--- config.mk ---
export PLATFORM = sky130hd
export DESIGN_NAME = mant_norm23_flat
export DESIGN_NICKNAME = d
export VERILOG_FILES = /design/src/rtl/mant_norm23_if.sv /design/src/rtl/mant_norm23.sv /design/src/flat_wrapper.sv
export SDC_FILE = /design/constraint.sdc
export NUM_CORES = 1
export LEC_CHECK = 0
export CORE_ASPECT_RATIO = 0.75
export CORE_MARGIN = 5
export CORE_UTILIZATION = 41
export DETAILED_ROUTE_END_ITERATION = 16
export DONT_BUFFER_PORTS = 1
export PLACE_DENSITY = 0.52
export SLEW_MARGIN = 20
export SYNTH_ARGS = -nofsm -noshare
export SYNTH_HDL_FRONTEND = slang
export SYNTH_SLANG_ARGS = --single-unit
--- constraint.sdc ---
create_clock -name clk -period 4.1 [get_ports clk]
set_input_delay 1.23 -clock clk [delete_from_list [all_inputs] [get_ports clk]]
set_output_delay 1.23 -clock clk [all_outputs]
set_load 0.005 [all_outputs]
--- src/rtl/mant_norm23_if.sv ---
// rtl/mant_norm23_if.sv - handshake bundle between csl23bit output and mant_norm23
interface mant_norm23_if #(
    parameter int W  = 23,
    parameter int AW = 6
);
    logic          in_valid;
    logic          in_ready;
    logic [W-1:0]  in_sum;
    logic          in_cout;
    logic          in_sub;
    logic          out_valid;
    logic          out_ready;
    logic [W-1:0]  out_mant;
    logic [AW-1:0] out_adj;
    logic          out_sign;
    logic          out_zero;
    logic          out_sticky;

    // Upstream adder plus downstream consumer, seen from the testbench side
    modport master (
        output in_valid, in_sum, in_cout, in_sub, out_ready,
        input  in_ready, out_valid, out_mant, out_adj, out_sign, out_zero, out_sticky
    );

    // Normalizer side
    modport slave (
        input  in_valid, in_sum, in_cout, in_sub, out_ready,
        output in_ready, out_valid, out_mant, out_adj, out_sign, out_zero, out_sticky
    );
endinterface

--- src/rtl/mant_norm23.sv ---
// rtl/mant_norm23.sv - iterative one-bit-per-cycle post-normalizer for the 23-bit adder
module mant_norm23 #(
    parameter int W  = 23,
    parameter int AW = 6
) (
    input  logic          clk,
    input  logic          rst_n,
    mant_norm23_if.slave  bus
);
    typedef enum logic [1:0] {
        IDLE  = 2'd0,
        SHIFT = 2'd1,
        DONE  = 2'd2
    } state_t;

    state_t        state;
    logic          in_ready_r;
    logic          out_valid_r;
    logic [W-1:0]  mant_reg;
    logic [AW-1:0] adj_reg;
    logic          sign_reg;
    logic          zero_reg;
    logic          sticky_reg;

    // Sequencer: preprocess on accept, shift left until MSB set or zero, hold until taken
    always_ff @(posedge clk or negedge rst_n) begin
        if (!rst_n) begin
            state       <= IDLE;
            in_ready_r  <= 1'b1;
            out_valid_r <= 1'b0;
            mant_reg    <= '0;
            adj_reg     <= '0;
            sign_reg    <= 1'b0;
            zero_reg    <= 1'b0;
            sticky_reg  <= 1'b0;
        end else begin
            case (state)
                IDLE: begin
                    if (bus.in_valid && in_ready_r) begin
                        adj_reg    <= '0;
                        sign_reg   <= 1'b0;
                        zero_reg   <= 1'b0;
                        sticky_reg <= 1'b0;
                        if (!bus.in_sub) begin
                            if (bus.in_cout) begin
                                // Carry out of an add: shift right once, keep the lost bit
                                mant_reg   <= {1'b1, bus.in_sum[W-1:1]};
                                adj_reg    <= AW'(1);
                                sticky_reg <= bus.in_sum[0];
                            end else begin
                                mant_reg <= bus.in_sum;
                            end
                        end else if (bus.in_cout) begin
                            mant_reg <= bus.in_sum;
                        end else begin
                            // No carry on subtract means A<B: take the two's-complement magnitude
                            mant_reg <= (~bus.in_sum) + W'(1);
                            sign_reg <= 1'b1;
                        end
                        in_ready_r <= 1'b0;
                        state      <= SHIFT;
                    end
                end
                SHIFT: begin
                    if (mant_reg == '0) begin
                        zero_reg    <= 1'b1;
                        sign_reg    <= 1'b0;
                        adj_reg     <= '0;
                        out_valid_r <= 1'b1;
                        state       <= DONE;
                    end else if (mant_reg[W-1]) begin
                        out_valid_r <= 1'b1;
                        state       <= DONE;
                    end else begin
                        mant_reg <= {mant_reg[W-2:0], 1'b0};
                        adj_reg  <= adj_reg - AW'(1);
                    end
                end
                DONE: begin
                    if (bus.out_ready) begin
                        out_valid_r <= 1'b0;
                        in_ready_r  <= 1'b1;
                        state       <= IDLE;
                    end
                end
                default: begin
                    out_valid_r <= 1'b0;
                    in_ready_r  <= 1'b1;
                    state       <= IDLE;
                end
            endcase
        end
    end

    assign bus.in_ready   = in_ready_r;
    assign bus.out_valid  = out_valid_r;
    assign bus.out_mant   = mant_reg;
    assign bus.out_adj    = adj_reg;
    assign bus.out_sign   = sign_reg;
    assign bus.out_zero   = zero_reg;
    assign bus.out_sticky = sticky_reg;
endmodule

--- src/flat_wrapper.sv ---
// flat-port wrapper written by rule: the top's interface ports become plain ports
module mant_norm23_flat 
#(
    parameter int W  = 23,
    parameter int AW = 6
)
  (clk, rst_n, bus_in_valid, bus_in_sum, bus_in_cout, bus_in_sub, bus_out_ready, bus_in_ready, bus_out_valid, bus_out_mant, bus_out_adj, bus_out_sign, bus_out_zero, bus_out_sticky);
  mant_norm23_if #(.W(W), .AW(AW)) bus_i ();
  input  logic clk;
  input  logic rst_n;
  input wire logic [$bits(bus_i.in_valid)-1:0] bus_in_valid;
  input wire logic [$bits(bus_i.in_sum)-1:0] bus_in_sum;
  input wire logic [$bits(bus_i.in_cout)-1:0] bus_in_cout;
  input wire logic [$bits(bus_i.in_sub)-1:0] bus_in_sub;
  input wire logic [$bits(bus_i.out_ready)-1:0] bus_out_ready;
  output wire logic [$bits(bus_i.in_ready)-1:0] bus_in_ready;
  output wire logic [$bits(bus_i.out_valid)-1:0] bus_out_valid;
  output wire logic [$bits(bus_i.out_mant)-1:0] bus_out_mant;
  output wire logic [$bits(bus_i.out_adj)-1:0] bus_out_adj;
  output wire logic [$bits(bus_i.out_sign)-1:0] bus_out_sign;
  output wire logic [$bits(bus_i.out_zero)-1:0] bus_out_zero;
  output wire logic [$bits(bus_i.out_sticky)-1:0] bus_out_sticky;
  assign bus_i.in_valid = bus_in_valid;
  assign bus_i.in_sum = bus_in_sum;
  assign bus_i.in_cout = bus_in_cout;
  assign bus_i.in_sub = bus_in_sub;
  assign bus_i.out_ready = bus_out_ready;
  assign bus_in_ready = bus_i.in_ready;
  assign bus_out_valid = bus_i.out_valid;
  assign bus_out_mant = bus_i.out_mant;
  assign bus_out_adj = bus_i.out_adj;
  assign bus_out_sign = bus_i.out_sign;
  assign bus_out_zero = bus_i.out_zero;
  assign bus_out_sticky = bus_i.out_sticky;
  mant_norm23 #(.W(W), .AW(AW)) u_core (.clk(clk), .rst_n(rst_n), .bus(bus_i));
endmodule
==> run_1/m2.png <==
Cells faint in the background.
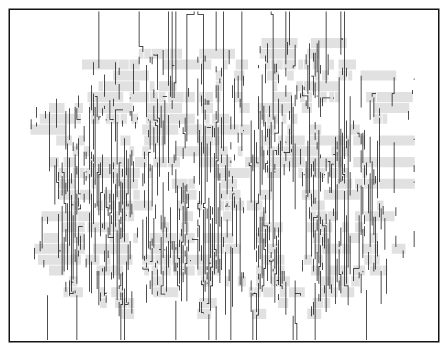
main direction	vertical
nets with wire on the layer	285
longest straight run	41.8 µm

==> run_1/gates.png <==
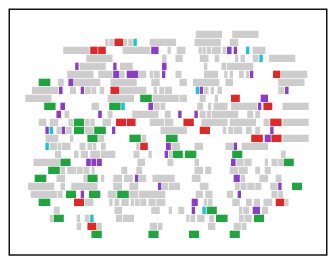
family	color	cells
nand cells	purple	44
inv cells	cyan	9
non-inverting ao/oa cells	red	18
mux cells	green	31

==> run_1/m3.png <==
Bar = 20 µm.
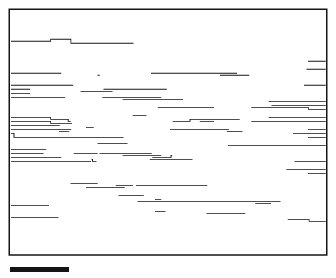
share of all routed wire	10%
longest straight run	48.3 µm
wire length on this layer	943 µm
nets with wire on the layer	54

==> flow_summary.ini, run 1 <==
; yosys + openroad results
[power]
combPwrFrac_pct = 12.6
total_power_mw = 0.691
vdd_drop_max_uv = 100
clk-power_mw = 0.249
p_leak_nw = 1.25

[setup_path]
cp_num_cells = 7
cp.arrival_ns = 3.23
r2r_end = u_core.bus.out_mant[11]
cp-end-kind = flip-flop
cp_cell_sequence = inv_1 -> ha_1 -> or4b_2 -> nor4_4 -> a211oi_1 -> or4_1 -> o221a_2

[placement]
portBuffers = 0
dp_cells = 427
post-dp-hpwl_um = 6740

[flow_run]
tool_warnings = 26
drv_cap = 0

[logic_synthesis]
synth_top_area_share_pct = 30.0
ys_sh_simple_pct = 25.0
ys_warn_count = 0
synthAdderAreaFrac_pct = 0.858
synth-seq-area-share_pct = 30.9
synthMostInstantiatedCell = dfrtp_1
top_logic_kind = simple AND/OR/NAND/NOR gates
area_leaders = dfrtp_1 30%, mux2i_1 5.8%, mux2_2 5.4%
ys_types = 59

[routing]
highest_layer = met4
wl_met2_um = 3980
vias = 2747

[cells_and_area]
final-seq-area_um2 = 902
most-common-layout-cells = 35 x dfrtp_1, 34 x nor2_1, 25 x nand2_1, 21 x a21oi_1, 17 x mux2i_1
layout.area.comb_um2 = 1860
fin_util_pct = 44.4
clkbuf_count = 7
drive_above_1_share_pct = 11.6
largest_class = multi-input combinational cells

[cts]
clock_latency_ns = 0.29
clkTransAtPathRegs_ns = 0.07

[min_path]
hold-path-endpoint = u_core.bus.out_valid

[status]
status = complete, no violations

[timing]
finalClockPeriodUsage_pct = 74.5

[global_routing]
met2_usage_pct = 30.4
antenna_found_initial = 0
==> run_1/congestion_map.png <==
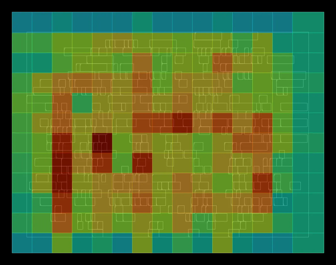

## Run 2: what changed since run 1
Settings changed: PLACE_DENSITY 0.52 to 0.54.
Clock period 4.1 ns to 2.8 ns, I/O delays scaled along.
==> run_2/congestion_map.png <==
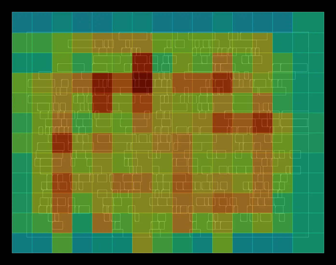
GRT Total Usage: 21.1%
GRT met2 Usage: 31.0%
GRT Max-Usage Layer: met1
M3 GR Usage: 6.12%

==> run_2/m2.png <==
Cells faint in the background.
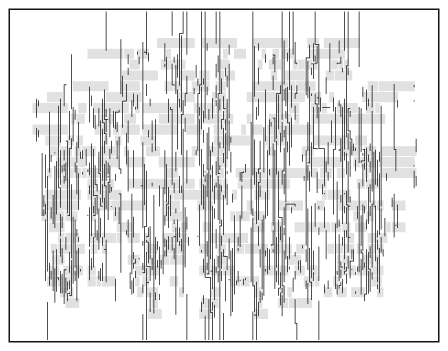
wire length on this layer	4070 µm
longest straight run	41.1 µm
nets with wire on the layer	293
share of all routed wire	43%
main direction	vertical

==> run 2 against run 1 <==
Against the previous run:
- worst hold slack worse by 0.28 ns
- critical path type unchanged
- worst setup slack worse by 0.68 ns
- synthesized cell count stayed put
- clock-buffer cell count is 1 higher
- critical path depth is 2 lower
- combinational power is 53% higher
==> flow_summary.ini, run 2 <==
; yosys + openroad results
[placement]
dp_cells = 438

[cells_and_area]
fin_util_pct = 46.0
clkbuf_count = 8
largest_class = multi-input combinational cells
most-common-layout-cells = 35 x dfrtp_1, 34 x nor2_1, 25 x nand2_1, 21 x a21oi_1
drive_above_1_share_pct = 14.9

[power]
total_power_mw = 1.06
combPwrFrac_pct = 12.5
p_leak_nw = 1.31
vdd_drop_max_uv = 255
clk-power_mw = 0.412

[logic_synthesis]
top_logic_kind = simple AND/OR/NAND/NOR gates
synthMostInstantiatedCell = dfrtp_1
area_leaders = dfrtp_1 30%, mux2i_1 5.8%, mux2_2 5.4%
synth_top_area_share_pct = 30.0

[cts]
clock_latency_ns = 0.29

[status]
status = complete, no violations

[setup_path]
cp_cell_sequence = or4_4 -> or4_4 -> or4_1 -> a31oi_1 -> o22a_1
cp-end-kind = flip-flop

[routing]
wl_met2_um = 4070

[timing]
finalClockPeriodUsage_pct = 87.1

[global_routing]
antenna_found_initial = 0
==> run_2/gates.png <==
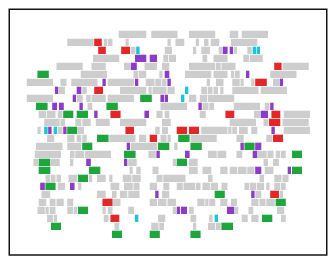
family	color	cells
non-inverting ao/oa cells	red	18
mux cells	green	31
inv cells	cyan	9
nand cells	purple	44

==> run_2/ff_map.png <==
Other sequential cells in the stronger gray, the rest of the logic in the fainter gray.
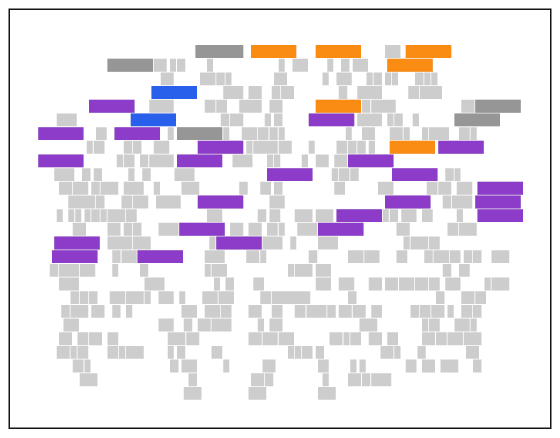

## Run 3: what changed since run 2
Settings changed: CELL_PAD_IN_SITES_DETAIL_PLACEMENT from default to 0, CELL_PAD_IN_SITES_GLOBAL_PLACEMENT from default to 1, PLACE_DENSITY 0.54 to 0.71, SKIP_LAST_GASP from default to 1.
==> run_3/ff_map.png <==
Other sequential cells in the stronger gray, the rest of the logic in the fainter gray.
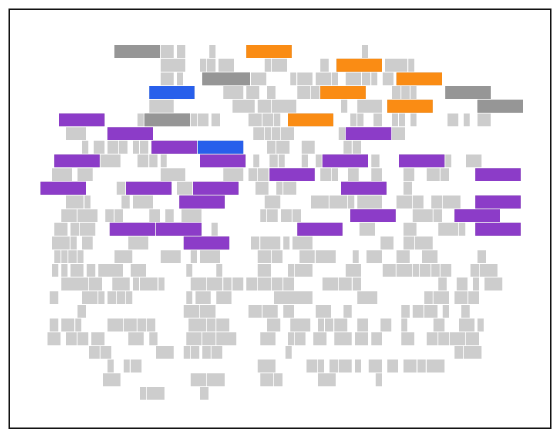
netlist name	color	flops
u_core.state	blue	2
u_core.bus.out_adj	orange	6
u_core.bus.out_mant	purple	23

==> run_3/congestion_map.png <==
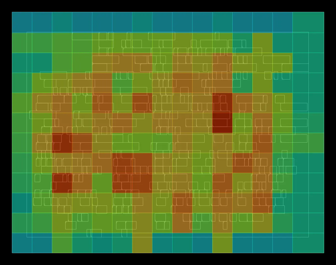
M3 GR Usage: 6.98%
post-layout util: 45.6%
DR WL/cell: 21.0 µm
GRT Total Usage: 20.6%

==> run 3 against run 2 <==
Against the previous run:
- sequential power hardly changed
- routed wire length is 0.81% lower
- critical path type unchanged
- largest power group unchanged
- clock skew is 0.0049 ns lower
- non-clock buffer count is 2 lower
- clock-buffer cell count stayed put
- via count is 0.14% higher
- worst setup slack better by 0.032 ns
==> flow_summary.ini, run 3 <==
; yosys + openroad results
[status]
status = complete, no violations

[cells_and_area]
clkbuf_count = 8
final_nets = 376
nonClkBufAreaFrac_pct = 3.60
drive_above_1_share_pct = 14.2
final-seq-area_um2 = 902
most-common-layout-cells = 35 x dfrtp_1, 34 x nor2_1, 25 x nand2_1, 21 x a21oi_1, 17 x mux2i_1
layout_top_cell = dfrtp_1
seq_cell_count = 36
seq_share_pct = 28.8
largest_class = multi-input combinational cells

[cts]
cts_tree = done
cts_resized = 0
root_buffer = clkbuf_8
clock_latency_ns = 0.29

[setup_path]
cp-end-kind = flip-flop
crit_path_start = bus_in_sum[0]
cp.arrival_ns = 2.61
r2r_end = u_core.bus.out_mant[5]
cpPeakStageDelay_ns = 0.51
cp_cell_sequence = inv_1 -> ha_2 -> or4b_4 -> nor4_4 -> buf_4 -> and2_1 -> a41oi_1 -> a31oi_1

[power]
p_sw_mw = 0.248
p_leak_nw = 1.29
combPwrFrac_pct = 12.9
total_power_mw = 1.04
vdd_drop_max_uv = 187
clk-power_mw = 0.382

[global_routing]
antenna_found_initial = 0
grt.busiest_layer = met1
grt_first_pass_wirelength_um = 14700

[logic_synthesis]
top_logic_kind = simple AND/OR/NAND/NOR gates
ys_warn_count = 0
synth_top_area_share_pct = 30.0
ys_types = 59
synthMostInstantiatedCell = dfrtp_1
area_leaders = dfrtp_1 30%, mux2i_1 5.8%, mux2_2 5.4%
synthAdderAreaFrac_pct = 0.858
ys_ff = 36

[placement]
dp_cells = 436
post_dp_cell_area_um2 = 3040

[routing]
wl_um = 9300
wl_met2_um = 4030
highest_layer = met4
drc = 0
vias_per_cell = 6.25

[flow_run]
drv_cap = 0

[timing]
finalClockPeriodUsage_pct = 85.9
==> run_3/m2.png <==
Cells faint in the background.
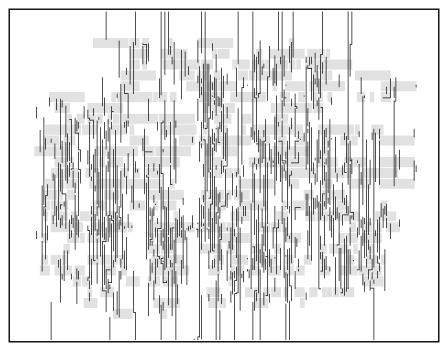
nets with wire on the layer	300
longest straight run	34.8 µm

No activity file was given, so power comes from the tool's default toggle rates.
